### config.mk
export PLATFORM = sky130hd
export DESIGN_NAME = func_seq_ctrl
export DESIGN_NICKNAME = d
export VERILOG_FILES = /design/src/rtl/func_seq_pkg.sv /design/src/rtl/func_seq_regfile.sv /design/src/rtl/func_seq_ctrl.sv
export SDC_FILE = /design/constraint.sdc
export NUM_CORES = 1
export LEC_CHECK = 0
export ABC_CLOCK_PERIOD_IN_PS = 2200
export CORE_ASPECT_RATIO = 1.5
export CORE_UTILIZATION = 45
export CTS_CLUSTER_DIAMETER = 150
export DETAILED_ROUTE_END_ITERATION = 7
export PLACE_DENSITY = 0.73
export SLEW_MARGIN = 15
export SYNTH_ARGS = -nofsm -noshare
export SYNTH_HDL_FRONTEND = slang
export SYNTH_SLANG_ARGS = --single-unit
### constraint.sdc
create_clock -name clk -period 2.2 [get_ports clk]
set_clock_uncertainty 0.15 [all_clocks]
set_input_delay 0.44 -clock clk [delete_from_list [all_inputs] [get_ports clk]]
set_output_delay 0.44 -clock clk [all_outputs]
set_load 0.02 [all_outputs]
### src/rtl/func_seq_pkg.sv
// Shared definitions for the Functional-unit sequencer: FSM codes, op layout and op unpacking.
package func_seq_pkg;

    localparam logic [1:0] ST_IDLE  = 2'd0;
    localparam logic [1:0] ST_FETCH = 2'd1;
    localparam logic [1:0] ST_EXEC  = 2'd2;
    localparam logic [1:0] ST_DONE  = 2'd3;

    localparam int unsigned OP_I_HI   = 7;
    localparam int unsigned OP_I_LO   = 6;
    localparam int unsigned OP_DST_HI = 5;
    localparam int unsigned OP_DST_LO = 4;
    localparam int unsigned OP_SA_HI  = 3;
    localparam int unsigned OP_SA_LO  = 2;
    localparam int unsigned OP_SB_HI  = 1;
    localparam int unsigned OP_SB_LO  = 0;

    localparam int unsigned NREG = 4;
    localparam int unsigned RW   = 2;
    localparam int unsigned OPW  = 8;

    typedef struct packed {
        logic [1:0] i;
        logic [1:0] dst;
        logic [1:0] sa;
        logic [1:0] sb;
    } op_t;

    function automatic op_t to_op(input logic [OPW-1:0] w);
        op_t op;
        op.i   = w[OP_I_HI:OP_I_LO];
        op.dst = w[OP_DST_HI:OP_DST_LO];
        op.sa  = w[OP_SA_HI:OP_SA_LO];
        op.sb  = w[OP_SB_HI:OP_SB_LO];
        return op;
    endfunction

endpackage

### src/rtl/func_seq_regfile.sv
// 4 x 2-bit register file: one write port, operand read ports A/B and a debug read port.
module func_seq_regfile
    import func_seq_pkg::*;
(
    input  logic          clk,
    input  logic          rst_n,
    input  logic          we,
    input  logic [1:0]    waddr,
    input  logic [RW-1:0] wdata,
    input  logic [1:0]    ra_addr,
    output logic [RW-1:0] ra_data,
    input  logic [1:0]    rb_addr,
    output logic [RW-1:0] rb_data,
    input  logic [1:0]    rd_addr,
    output logic [RW-1:0] rd_data
);

    logic [RW-1:0] regs [NREG];

    always_ff @(posedge clk or negedge rst_n) begin
        if (!rst_n) begin
            for (int i = 0; i < int'(NREG); i++) regs[i] <= '0;
        end else if (we) begin
            regs[waddr] <= wdata;
        end
    end

    assign ra_data = regs[ra_addr];
    assign rb_data = regs[rb_addr];
    assign rd_data = regs[rd_addr];

endmodule

### src/rtl/func_seq_ctrl.sv
// Sequencer: stores a small op program and issues each op to the Functional unit,
// writing its F result back into the register file.
module func_seq_ctrl
    import func_seq_pkg::*;
#(
    parameter int unsigned DEPTH = 8
) (
    input  logic                   clk,
    input  logic                   rst_n,
    input  logic                   op_push,
    input  logic [7:0]             op_word,
    input  logic                   prog_clear,
    input  logic                   reg_we,
    input  logic [1:0]             reg_waddr,
    input  logic [1:0]             reg_wdata,
    input  logic [1:0]             rd_addr,
    output logic [1:0]             rd_data,
    input  logic                   start,
    output logic                   busy,
    output logic                   done,
    output logic [$clog2(DEPTH):0] prog_count,
    output logic                   prog_full,
    output logic [1:0]             fu_a,
    output logic [1:0]             fu_b,
    output logic [1:0]             fu_i,
    input  logic [1:0]             fu_f
);

    localparam int unsigned PW = $clog2(DEPTH);

    logic [1:0]     state, state_d;
    logic [PW-1:0]  ptr, ptr_d;
    logic [PW:0]    count, count_d;
    logic           push_en, fetch_en, wb_en;
    logic [OPW-1:0] prog [DEPTH];
    op_t            cur_op;
    logic [RW-1:0]  ra_data, rb_data;
    logic           rf_we;
    logic [1:0]     rf_waddr;
    logic [RW-1:0]  rf_wdata;

    assign cur_op = to_op(prog[ptr]);

    // Next-state and per-cycle strobes.
    always_comb begin
        state_d  = state;
        ptr_d    = ptr;
        count_d  = count;
        push_en  = 1'b0;
        fetch_en = 1'b0;
        wb_en    = 1'b0;
        case (state)
            ST_IDLE: begin
                if (prog_clear) begin
                    count_d = '0;
                end else if (start) begin
                    ptr_d   = '0;
                    state_d = (count != '0) ? ST_FETCH : ST_DONE;
                end else if (op_push && (count != (PW+1)'(DEPTH))) begin
                    push_en = 1'b1;
                    count_d = count + (PW+1)'(1);
                end
            end
            ST_FETCH: begin
                fetch_en = 1'b1;
                state_d  = ST_EXEC;
            end
            ST_EXEC: begin
                wb_en = 1'b1;
                if ({1'b0, ptr} == count - (PW+1)'(1)) begin
                    state_d = ST_DONE;
                end else begin
                    ptr_d   = ptr + PW'(1);
                    state_d = ST_FETCH;
                end
            end
            default: state_d = ST_IDLE;
        endcase
    end

    always_ff @(posedge clk or negedge rst_n) begin
        if (!rst_n) begin
            state     <= ST_IDLE;
            ptr       <= '0;
            count     <= '0;
            busy      <= 1'b0;
            done      <= 1'b0;
            prog_full <= 1'b0;
            fu_a      <= '0;
            fu_b      <= '0;
            fu_i      <= '0;
        end else begin
            state     <= state_d;
            ptr       <= ptr_d;
            count     <= count_d;
            busy      <= (state_d != ST_IDLE);
            done      <= (state_d == ST_DONE);
            prog_full <= (count_d == (PW+1)'(DEPTH));
            if (fetch_en) begin
                fu_i <= cur_op.i;
                fu_a <= ra_data;
                fu_b <= rb_data;
            end
        end
    end

    // Program storage carries no reset; prog_count alone defines validity.
    always_ff @(posedge clk) begin
        if (push_en) prog[count[PW-1:0]] <= op_word;
    end

    // Preload and write-back never overlap: preload is IDLE-only, write-back EXEC-only.
    assign rf_we    = wb_en | ((state == ST_IDLE) & reg_we);
    assign rf_waddr = wb_en ? cur_op.dst : reg_waddr;
    assign rf_wdata = wb_en ? fu_f : reg_wdata;

    func_seq_regfile u_regfile (
        .clk     (clk),
        .rst_n   (rst_n),
        .we      (rf_we),
        .waddr   (rf_waddr),
        .wdata   (rf_wdata),
        .ra_addr (cur_op.sa),
        .ra_data (ra_data),
        .rb_addr (cur_op.sb),
        .rb_data (rb_data),
        .rd_addr (rd_addr),
        .rd_data (rd_data)
    );

    assign prog_count = count;

endmodule
Fig. 1: M2 wires
Drawn at 2 px/µm.
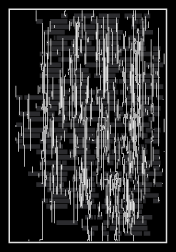
wire length on this layer = 3940 µm
share of all routed wire = 54%
longest straight run = 59.2 µm
GR Util met2: 31.7%
drt total wl: 7350 µm
via count: 2207

Fig. 2: met3 routing
Drawn at 2 px/µm.
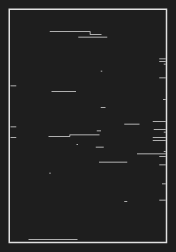
longest straight run = 24.1 µm
nets with wire on the layer = 26
main direction = horizontal
wire length on this layer = 202 µm
share of all routed wire = 2.8%

Fig. 3: gate-type map
Drawn at 4 px/µm.
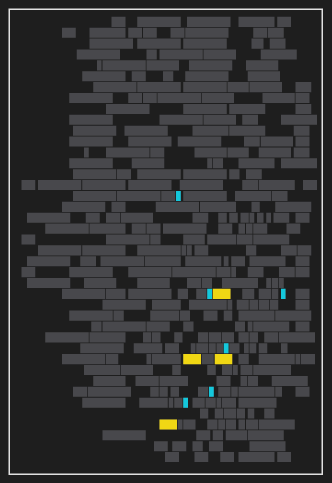
yellow -> fa/ha/maj cells  # cells 4
cyan -> inv cells  # cells 6
logic share of the area: 26.3%
non-filler cells in the finished layout: 419
dominant logic cell type in the layout: edfxtp_1

Fig. 4: congestion heat map
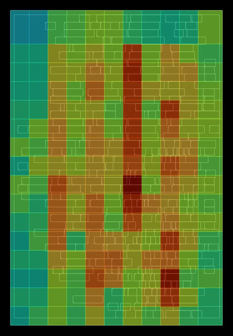
All-Layer GR Usage: 18.0%
Routed WL per cell: 17.6 µm
GRT busiest layer: met2
utilization after layout: 59.5%
met1 Resource Use GR: 21.2%

==> impl_metrics.env <==
# physical design summary
export IMPL_status="complete, but fails checks"
export IMPL_violations="setup timing"
export IMPL_grt_max_degree=27
export IMPL_simple_gate_share_pct=6.53
export IMPL_flop_cell="edfxtp_1"
export IMPL_crit_cells=5
export IMPL_dp_hpwl_um=5320
export IMPL_synthArstFlopShare_pct=28.9
export IMPL_synth_distinct_cells=34
export IMPL_cap_violations=0
export IMPL_holdWs_ns=0.328
export IMPL_inverters_excl_clock=6
export IMPL_end_kind="flop"
export IMPL_drt_pass1_iter_count=4
export IMPL_cts_repair_resized=7
export IMPL_buffer_area_share_pct=13.6
export IMPL_n_fill_cell=662
export IMPL_worstSkewPairLatency_ns=0.34
export IMPL_drt_iter0_markers=96
export IMPL_clockBufferCount=13
export IMPL_clk_power_w=0.00141
export IMPL_rr_endpoint="fu_b[1]"
export IMPL_yosys_stat_cells=240
export IMPL_nets=333
export IMPL_seq_area_mm2=0.00258
export IMPL_clk_share_pct=5.52
export IMPL_drc_errors=0
export IMPL_hp_class="in2async"
export IMPL_rsz0062_at_grt="yes"
export IMPL_critPathLaunch="ptr[0]"
export IMPL_critPathMaxStageDelay_ns=0.49
export IMPL_finalSetupTns_ns=-0.240
export IMPL_seqPwrFrac_pct=38.1
export IMPL_tightest_slew_ns=0.379
export IMPL_ios=37
export IMPL_grt_pass1_vias=2248
export IMPL_swShare_pct=30.8
export IMPL_setup_violations=4
export IMPL_finalCriticalPeriod_ns=2.27
export IMPL_mux_share_pct=20.2
export IMPL_cts_sinks=90
export IMPL_r2r_slack_ns=-0.07
export IMPL_cts_made_buffers=9
export IMPL_root_buffer="clkbuf_16"
export IMPL_post_drt_via_cell_ratio=5.27
export IMPL_ys_sh_aoi_pct=2.61
export IMPL_setup_slack_ns=-0.0660
export IMPL_largest_register_ff_count=64
export IMPL_crit_fanout=12
export IMPL_required_ns=2.27
export IMPL_drtAntennaViolNets=0
export IMPL_placed_cell_area_mm2=0.00470
export IMPL_synth_logic_top_family="multiplexers"
export IMPL_final_area_mm2=0.00501
export IMPL_gp_congestion=0.750
export IMPL_grt_pass1_wl_um=11800
export IMPL_crit_type="reg2reg"
export IMPL_initial_utilization_pct=46.2
export IMPL_synthTopCellsByArea="edfxtp_1 49%, dfrtp_1 17%, mux4_2 9.8%"
export IMPL_cp_num_buf_inv=1
export IMPL_crit_chain="buf_12 > mux4_2 > mux2_4 > mux4_2 > mux2_2"
export IMPL_cts_max_path_buffers=2
export IMPL_grt_overflow=0
export IMPL_dominant_cells="registers"
export IMPL_dp_cells=403
export IMPL_synthMostInstantiatedCell="edfxtp_1"
export IMPL_crit_family="multiplexers"
export IMPL_wl_met1_um=3060
export IMPL_route_met3_wl_um=202
export IMPL_ys_flops=90
export IMPL_drive_above_1_share_pct=31.7
export IMPL_peakVddDrop_mv=0.663
export IMPL_comb_cell_power_w=0.00226
export IMPL_die_area_mm2=0.00902
export IMPL_lay_top_cells="64 x edfxtp_1, 33 x clkdlybuf4s50_1, 24 x buf_4"
export IMPL_netlist_area_leader_share_pct=49.4
export IMPL_cts_tree="done"
export IMPL_power_density_mw_per_mm2=1180
export IMPL_p_comb_share_pct=38.1
export IMPL_num_tap_cells=107
export IMPL_fmax_ghz=0.441
export IMPL_grt_util_met3_pct=3.15
export IMPL_period_used_pct=103
export IMPL_tool_warnings=31
export IMPL_cts_hold_buf=0
export IMPL_dpl_worst_slack_ns=-0.422
export IMPL_syn_inst=240
export IMPL_edf_count=64
export IMPL_yosys_area_top_type="edfxtp_1"
export IMPL_p_int_w=0.00410
export IMPL_critPathLaunchType="flop"
export IMPL_p_clk_share_pct=23.8
export IMPL_place_port_buffers=36
export IMPL_area_delta_synth_final_pct=28.8
export IMPL_power_total_w=0.00592
export IMPL_path_common_cell="mux4_2"
export IMPL_dr_wl_met2_um=3940
export IMPL_htreeDepth=3
export IMPL_antennaDiodeCount=0
export IMPL_crit_end="fu_b[1]"
export IMPL_slowest_stage="mux4_2"
export IMPL_highest_layer="met4"
export IMPL_hold_viol=0
